$ cat src/rtl/rx_link_reconfig_sequencer.sv
// RX link reconfiguration sequencer.
// Handles one GEN / lane-count change at a time. The sequence is:
// stall the datapath, drain in-flight lane data, flush the pipeline,
// then apply the new configuration. A rate change also waits for
// PhyStatus on every active lane before the datapath is released.
//
// state    | meaning
// ---------+-----------------------------------------------------------
// IDLE     | ready for a request; cfg is stable
// DRAIN    | hold asserted; wait for quiet active lanes or a timeout
// FLUSH    | hold + flush for FLUSH_CYCLES cycles
// APPLY    | load the pending cfg; branch on whether the rate changed
// WAIT_PHY | hold; collect sticky PhyStatus on the new active lanes
// DONE     | one-cycle done pulse with hold released
module rx_link_reconfig_sequencer #(
    parameter int LANES             = 16,
    parameter int DRAIN_IDLE_CYCLES = 4,
    parameter int FLUSH_CYCLES      = 3,
    parameter int TIMEOUT_CYCLES    = 1024
) (
    input  logic             clk_i,
    input  logic             reset_i,
    input  logic             req_valid_i,
    input  logic [2:0]       req_gen_i,
    input  logic [4:0]       req_lanes_i,
    output logic             req_ready_o,
    input  logic [LANES-1:0] lane_valid_i,
    input  logic [LANES-1:0] phy_status_i,
    output logic [2:0]       cfg_gen_o,
    output logic [4:0]       cfg_lanes_o,
    output logic             dp_hold_o,
    output logic             dp_flush_o,
    output logic             busy_o,
    output logic             done_o,
    output logic             error_o
);

    localparam int QW = $clog2(DRAIN_IDLE_CYCLES + 1);
    localparam int FW = $clog2(FLUSH_CYCLES + 1);
    localparam int TW = $clog2(TIMEOUT_CYCLES + 1);

    typedef enum logic [2:0] {
        S_IDLE, S_DRAIN, S_FLUSH, S_APPLY, S_WAIT_PHY, S_DONE
    } state_t;

    state_t          state_q, state_d;
    logic [2:0]      cfg_gen_q, cfg_gen_d, pend_gen_q, pend_gen_d, prior_gen_q, prior_gen_d;
    logic [4:0]      cfg_lanes_q, cfg_lanes_d, pend_lanes_q, pend_lanes_d, prior_lanes_q, prior_lanes_d;
    logic [QW-1:0]   quiet_cnt_q, quiet_cnt_d;
    logic [FW-1:0]   flush_cnt_q, flush_cnt_d;
    logic [TW-1:0]   to_cnt_q, to_cnt_d;
    logic [LANES-1:0] phy_mask_q, phy_mask_d;
    logic            done_pulse_q, done_pulse_d;
    logic            error_q, error_d;

    logic [LANES-1:0] active_mask;
    logic [LANES-1:0] phy_seen;
    logic             req_legal, req_same, lanes_quiet, phy_all, to_sat;

    // Active lanes follow cfg_lanes, so DRAIN sees the old width and WAIT_PHY the new one.
    always_comb begin
        active_mask = '0;
        for (int i = 0; i < LANES; i++) begin
            active_mask[i] = (i < int'(cfg_lanes_q));
        end
        req_legal   = (req_gen_i >= 3'd1) && (req_gen_i <= 3'd5) &&
                      (req_lanes_i != 5'd0) && ((req_lanes_i & (req_lanes_i - 5'd1)) == 5'd0);
        req_same    = (req_gen_i == cfg_gen_q) && (req_lanes_i == cfg_lanes_q);
        lanes_quiet = ((lane_valid_i & active_mask) == '0);
        phy_seen    = phy_mask_q | phy_status_i;
        phy_all     = ((phy_seen & active_mask) == active_mask);
        to_sat      = (to_cnt_q == TW'(TIMEOUT_CYCLES));
    end

    // State register.
    always_ff @(posedge clk_i or posedge reset_i) begin
        if (reset_i) state_q <= S_IDLE;
        else         state_q <= state_d;
    end

    // Next state plus the datapath registers that move with it.
    always_comb begin
        state_d       = state_q;
        cfg_gen_d     = cfg_gen_q;
        cfg_lanes_d   = cfg_lanes_q;
        pend_gen_d    = pend_gen_q;
        pend_lanes_d  = pend_lanes_q;
        prior_gen_d   = prior_gen_q;
        prior_lanes_d = prior_lanes_q;
        quiet_cnt_d   = quiet_cnt_q;
        flush_cnt_d   = flush_cnt_q;
        to_cnt_d      = to_cnt_q;
        phy_mask_d    = phy_mask_q;
        done_pulse_d  = 1'b0;
        error_d       = 1'b0;
        case (state_q)
            S_IDLE: begin
                if (req_valid_i) begin
                    if (!req_legal) begin
                        error_d = 1'b1;
                    end else if (req_same) begin
                        done_pulse_d = 1'b1;
                    end else begin
                        pend_gen_d    = req_gen_i;
                        pend_lanes_d  = req_lanes_i;
                        prior_gen_d   = cfg_gen_q;
                        prior_lanes_d = cfg_lanes_q;
                        quiet_cnt_d   = '0;
                        to_cnt_d      = '0;
                        state_d       = S_DRAIN;
                    end
                end
            end
            S_DRAIN: begin
                to_cnt_d = to_sat ? to_cnt_q : to_cnt_q + TW'(1);
                if (!lanes_quiet) quiet_cnt_d = '0;
                else if (quiet_cnt_q != QW'(DRAIN_IDLE_CYCLES)) quiet_cnt_d = quiet_cnt_q + QW'(1);
                // A stuck lane must not wedge the link: on timeout, flush anyway.
                if ((lanes_quiet && quiet_cnt_q == QW'(DRAIN_IDLE_CYCLES - 1)) ||
                    to_cnt_q == TW'(TIMEOUT_CYCLES - 1)) begin
                    flush_cnt_d = '0;
                    state_d     = S_FLUSH;
                end
            end
            S_FLUSH: begin
                if (flush_cnt_q != FW'(FLUSH_CYCLES)) flush_cnt_d = flush_cnt_q + FW'(1);
                if (flush_cnt_q == FW'(FLUSH_CYCLES - 1)) state_d = S_APPLY;
            end
            S_APPLY: begin
                cfg_gen_d   = pend_gen_q;
                cfg_lanes_d = pend_lanes_q;
                if (pend_gen_q == cfg_gen_q) begin
                    state_d = S_DONE;
                end else begin
                    phy_mask_d = '0;
                    to_cnt_d   = '0;
                    state_d    = S_WAIT_PHY;
                end
            end
            S_WAIT_PHY: begin
                phy_mask_d = phy_seen;
                to_cnt_d   = to_sat ? to_cnt_q : to_cnt_q + TW'(1);
                if (phy_all) begin
                    state_d = S_DONE;
                end else if (to_cnt_q == TW'(TIMEOUT_CYCLES - 1)) begin
                    cfg_gen_d   = prior_gen_q;
                    cfg_lanes_d = prior_lanes_q;
                    error_d     = 1'b1;
                    state_d     = S_IDLE;
                end
            end
            S_DONE:  state_d = S_IDLE;
            default: state_d = S_IDLE;
        endcase
    end

    // Configuration, counters, masks and the registered pulses.
    always_ff @(posedge clk_i or posedge reset_i) begin
        if (reset_i) begin
            cfg_gen_q     <= 3'd1;
            cfg_lanes_q   <= 5'd1;
            pend_gen_q    <= '0;
            pend_lanes_q  <= '0;
            prior_gen_q   <= '0;
            prior_lanes_q <= '0;
            quiet_cnt_q   <= '0;
            flush_cnt_q   <= '0;
            to_cnt_q      <= '0;
            phy_mask_q    <= '0;
            done_pulse_q  <= 1'b0;
            error_q       <= 1'b0;
        end else begin
            cfg_gen_q     <= cfg_gen_d;
            cfg_lanes_q   <= cfg_lanes_d;
            pend_gen_q    <= pend_gen_d;
            pend_lanes_q  <= pend_lanes_d;
            prior_gen_q   <= prior_gen_d;
            prior_lanes_q <= prior_lanes_d;
            quiet_cnt_q   <= quiet_cnt_d;
            flush_cnt_q   <= flush_cnt_d;
            to_cnt_q      <= to_cnt_d;
            phy_mask_q    <= phy_mask_d;
            done_pulse_q  <= done_pulse_d;
            error_q       <= error_d;
        end
    end

    // Outputs decoded from state so hold/flush drop with reset immediately.
    always_comb begin
        req_ready_o = (state_q == S_IDLE);
        busy_o      = (state_q != S_IDLE);
        dp_hold_o   = (state_q == S_DRAIN) || (state_q == S_FLUSH) ||
                      (state_q == S_APPLY) || (state_q == S_WAIT_PHY);
        dp_flush_o  = (state_q == S_FLUSH);
        done_o      = (state_q == S_DONE) || done_pulse_q;
        error_o     = error_q;
        cfg_gen_o   = cfg_gen_q;
        cfg_lanes_o = cfg_lanes_q;
    end

endmodule

$ cat config.mk
export PLATFORM = sky130hd
export DESIGN_NAME = rx_link_reconfig_sequencer
export DESIGN_NICKNAME = d
export VERILOG_FILES = /design/src/rtl/rx_link_reconfig_sequencer.sv
export SDC_FILE = /design/constraint.sdc
export NUM_CORES = 1
export LEC_CHECK = 0
export ABC_CLOCK_PERIOD_IN_PS = 3700
export CORE_MARGIN = 2
export CORE_UTILIZATION = 58
export CTS_CLUSTER_SIZE = 8
export DETAILED_ROUTE_END_ITERATION = 7
export PLACE_DENSITY = 0.9
export RECOVER_POWER = 25
export SYNTH_ARGS = -nofsm -noshare
export SYNTH_HDL_FRONTEND = slang
export SYNTH_SLANG_ARGS = --single-unit
$ cat constraint.sdc
create_clock -name clk_i -period 3.7 [get_ports clk_i]
set_clock_uncertainty 0.1 [all_clocks]
set_input_delay 0.555 -clock clk_i [delete_from_list [all_inputs] [get_ports clk_i]]
set_output_delay 0.555 -clock clk_i [all_outputs]
set_load 0.05 [all_outputs]
==> results.sh, run 1 <==
# flow metrics
export IMPL_biggestCellCategory="multi-input combinational cells"
export IMPL_layout_top_cells="dfrtp_1 (59), clkdlybuf4s50_1 (55), o21ai_0 (30)"
export IMPL_p_comb_frac=0.252
export IMPL_most_frequently_placed_logic_cell_in_the_final_layout="dfrtp_1"
export IMPL_postSynthRegisterBits=61
export IMPL_clock_buffer_count_from_cts=9
export IMPL_timing_slew_headroom=-0.0119
export IMPL_power_combinational_mw=0.461
export IMPL_maxSlewViolCount=30
export IMPL_synth_async_reset_ratio=1.00
export IMPL_clk_share=0.0379
export IMPL_compound_area_frac=0.187
export IMPL_met3_wirelength_um=637
export IMPL_leakage_nw=1.94
export IMPL_violations_in_the_final_reports="capacitance limit, slew limit"
export IMPL_end_of_the_worst_register_to_register_path="cfg_lanes_o[1]$_DFFE_PP0P_"
export IMPL_top_usage_layer="met2"
export IMPL_setup_worst_path_end="cfg_lanes_o[1]$_DFFE_PP0P_"
export IMPL_reg_power_frac=0.475
export IMPL_ff_type="dfrtp_1"
export IMPL_routed_top_layer="met4"
export IMPL_fp_nets=405
export IMPL_nonClkBufAreaFrac=0.136
export IMPL_placed_cells_incl_taps=471
export IMPL_biggestRegsByFlops="phy_mask_q: 16 flops, to_cnt_q: 11 flops"
export IMPL_layout_non_clock_inverters=13
export IMPL_ant_nets=0
export IMPL_comb_cells=262
export IMPL_route_met2_wl_mm=4.06
export IMPL_tool_warnings=29
export IMPL_max_cap_viol_count=1
export IMPL_outcome="finished with violations"
export IMPL_synth_seq_share=0.430
export IMPL_sh_comb_area=0.436
export IMPL_synth_warning_count=0
export IMPL_totalPowerFinal_mw=1.83
export IMPL_hold_viol_final=0
export IMPL_holdCritPathClass="reg2reg"
export IMPL_numClockSinks=61
export IMPL_post_route_drc_count=0
export IMPL_yosys_area_top_type_share=0.415
export IMPL_final_comb_area_um2=1870
export IMPL_n_tap_cell=75
export IMPL_common_cells="dfrtp_1 (59), o21ai_0 (30), nor2_1 (29)"
export IMPL_hpwlAfterDp_mm=6.01
export IMPL_timing_final_crit_period_ns=3.07
export IMPL_grt_pass1_wl_mm=13.8
**Run 1: met4 routing**

Bar = 20 um.
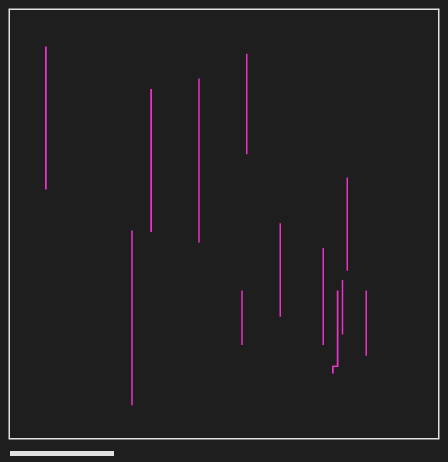
longest straight run: 33.3 um
wire length on this layer: 241 um

**Run 1: clock wires, drivers and flops**

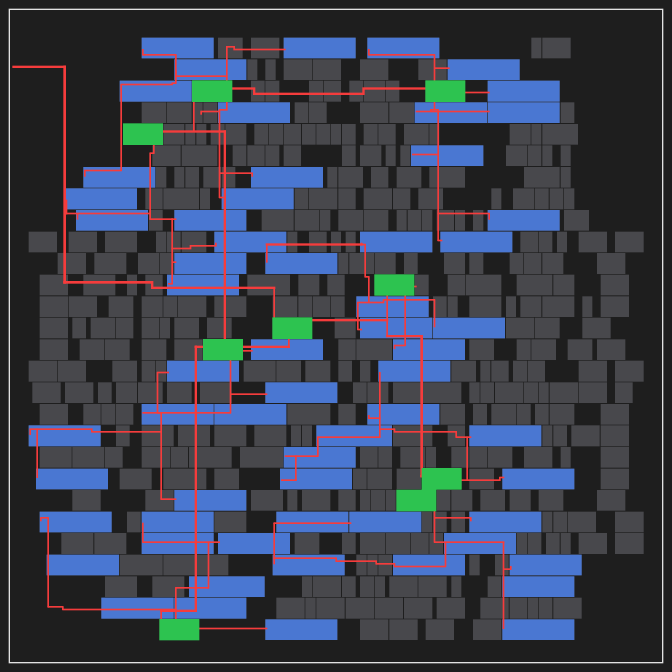
legend:
  blue:
    item: flip-flops
    count: 61
  green:
    item: clock drivers
    count: 9
  red:
    item: clock wires
    length: 739 um
routed clock nets: 10
clock insertion delay at the later pin of the skew report: 0.34 ns
Clock power frac: 0.273

**Run 1: cell sizes after repair**

Bar = 20 um.
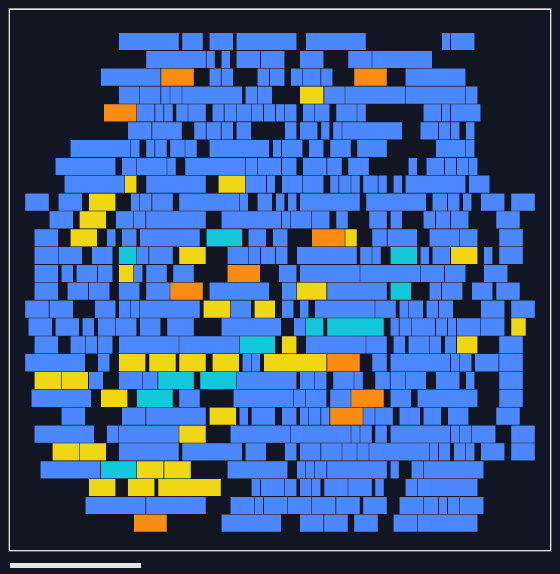
legend:
  yellow:
    size: _2 cells
    cells: 33
    share: 8.0%
    most_used: mux2_2
  orange:
    size: _6 and larger
    cells: 10
    share: 2.4%
    most_used: clkbuf_8
  blue:
    size: _0 and _1 cells
    cells: 358
    share: 87%
    most_used: dfrtp_1
  cyan:
    size: _3 and _4 cells
    cells: 11
    share: 2.7%
    most_used: mux2_4
Repair and plain buffers: 60
P&R area growth vs syn: 20.5%
final worst-path setup slack: 0.634 ns
Finished Cell Area: 4290 um2

**Run 1: clock wiring as the flow saved it**

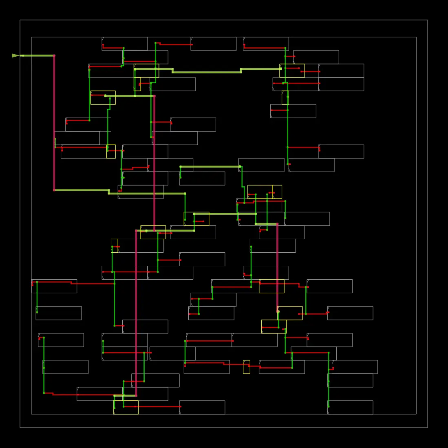

## Run 2: what changed since run 1
- ABC_CLOCK_PERIOD_IN_PS: 3700 -> 3000
- CORE_UTILIZATION: 58 -> 54
- PLACE_DENSITY: 0.9 -> 0.85
- clock period: 3.7 -> 3 ns (I/O delays scaled with it)
**Run 2: clock wiring as the flow saved it**

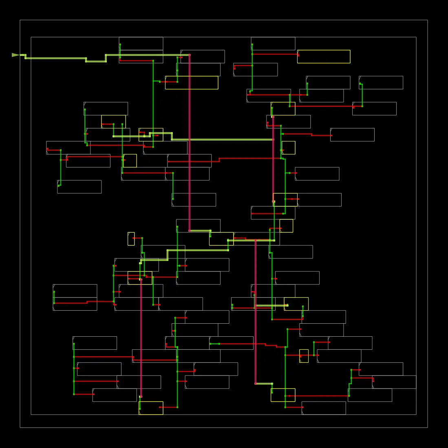
power in the clock group: 0.794 mW
clock buffer count from CTS: 9
clock tree buffer count of the final layout: 10
Clock Sinks: 61

**Run 2: cell sizes after repair**

Bar = 20 um.
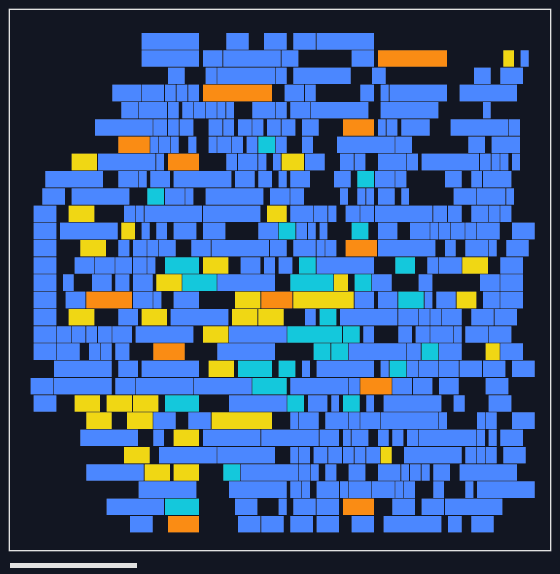
legend:
  blue:
    size: _0 and _1 cells
    cells: 353
    share: 83%
    most_used: dfrtp_1
  orange:
    size: _6 and larger
    cells: 12
    share: 2.8%
    most_used: clkbuf_8
  cyan:
    size: _3 and _4 cells
    cells: 27
    share: 6.4%
    most_used: buf_4
  yellow:
    size: _2 cells
    cells: 32
    share: 7.5%
    most_used: mux2_2
Repair and plain buffers: 72
Finished Cell Area: 4460 um2

**Run 2: I/O pins on the die edge**

Pins as bars across the die edge, other pins in grey.
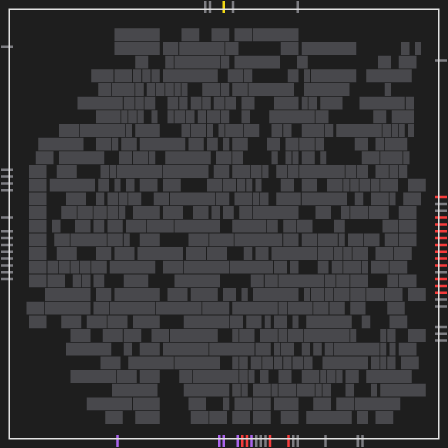
legend:
  red:
    port: `lane_valid_i`
    pins: 16
    direction: input
    edge: 12 east, 4 south
  yellow:
    port: `dp_hold_o`
    pins: 1
    direction: output
    edge: north
  purple:
    port: `cfg_lanes_o`
    pins: 5
    direction: output
    edge: south

==> run 2 against run 1 <==
  * The flow now finishes without violations
  * Power grew 34%
  * Flip-flop count stayed put
  * Clock power up 59%
  * Register-to-register slack lost 0.34 ns
  * Via count rose by 1.5%
  * Sequential power increased by 23%
  * Sequential share of layout area shrank 1.4 points
  * Largest cell class unchanged
  * Highest routed layer unchanged
==> results.sh, run 2 <==
# flow metrics
export IMPL_final_comb_area_um2=1880
export IMPL_met3_wirelength_um=522
export IMPL_sh_comb_area=0.421
export IMPL_route_met2_wl_mm=4.11
export IMPL_hpwlAfterDp_mm=6.20
export IMPL_tool_warnings=29
export IMPL_top_usage_layer="met2"
export IMPL_synth_async_reset_ratio=1.00
export IMPL_reg_power_frac=0.437
export IMPL_clk_insertion_delay_late_ns=0.34
export IMPL_layout_top_cells="dfrtp_1 (59), clkdlybuf4s50_1 (55), o21ai_0 (30)"
export IMPL_layout_non_clock_inverters=13
export IMPL_setup_worst_path_end="req_ready_o"
export IMPL_outcome="finished, final reports clean"
export IMPL_compound_area_frac=0.187
export IMPL_common_cells="dfrtp_1 (59), o21ai_0 (30), nor2_1 (29)"
export IMPL_max_cap_viol_count=0
export IMPL_holdCritPathClass="reg2reg"
export IMPL_placed_cells_incl_taps=485
export IMPL_timing_slew_headroom=0.0266
export IMPL_synth_warning_count=0
export IMPL_totalPowerFinal_mw=2.45
export IMPL_ff_type="dfrtp_1"
export IMPL_maxSlewViolCount=0
export IMPL_n_tap_cell=77
export IMPL_end_of_the_worst_register_to_register_path="cfg_gen_o[1]$_DFFE_PP0P_"
export IMPL_clk_share=0.0483
export IMPL_power_combinational_mw=0.586
export IMPL_biggestRegsByFlops="phy_mask_q: 16 flops, to_cnt_q: 11 flops"
export IMPL_p_r_area_growth_vs_syn_pct=25.3
export IMPL_yosys_area_top_type_share=0.415
export IMPL_most_frequently_placed_logic_cell_in_the_final_layout="dfrtp_1"
export IMPL_postSynthRegisterBits=61
export IMPL_p_comb_frac=0.239
export IMPL_comb_cells=262
export IMPL_post_route_drc_count=0
No activity file was given, so power comes from the tool's default toggle rates.
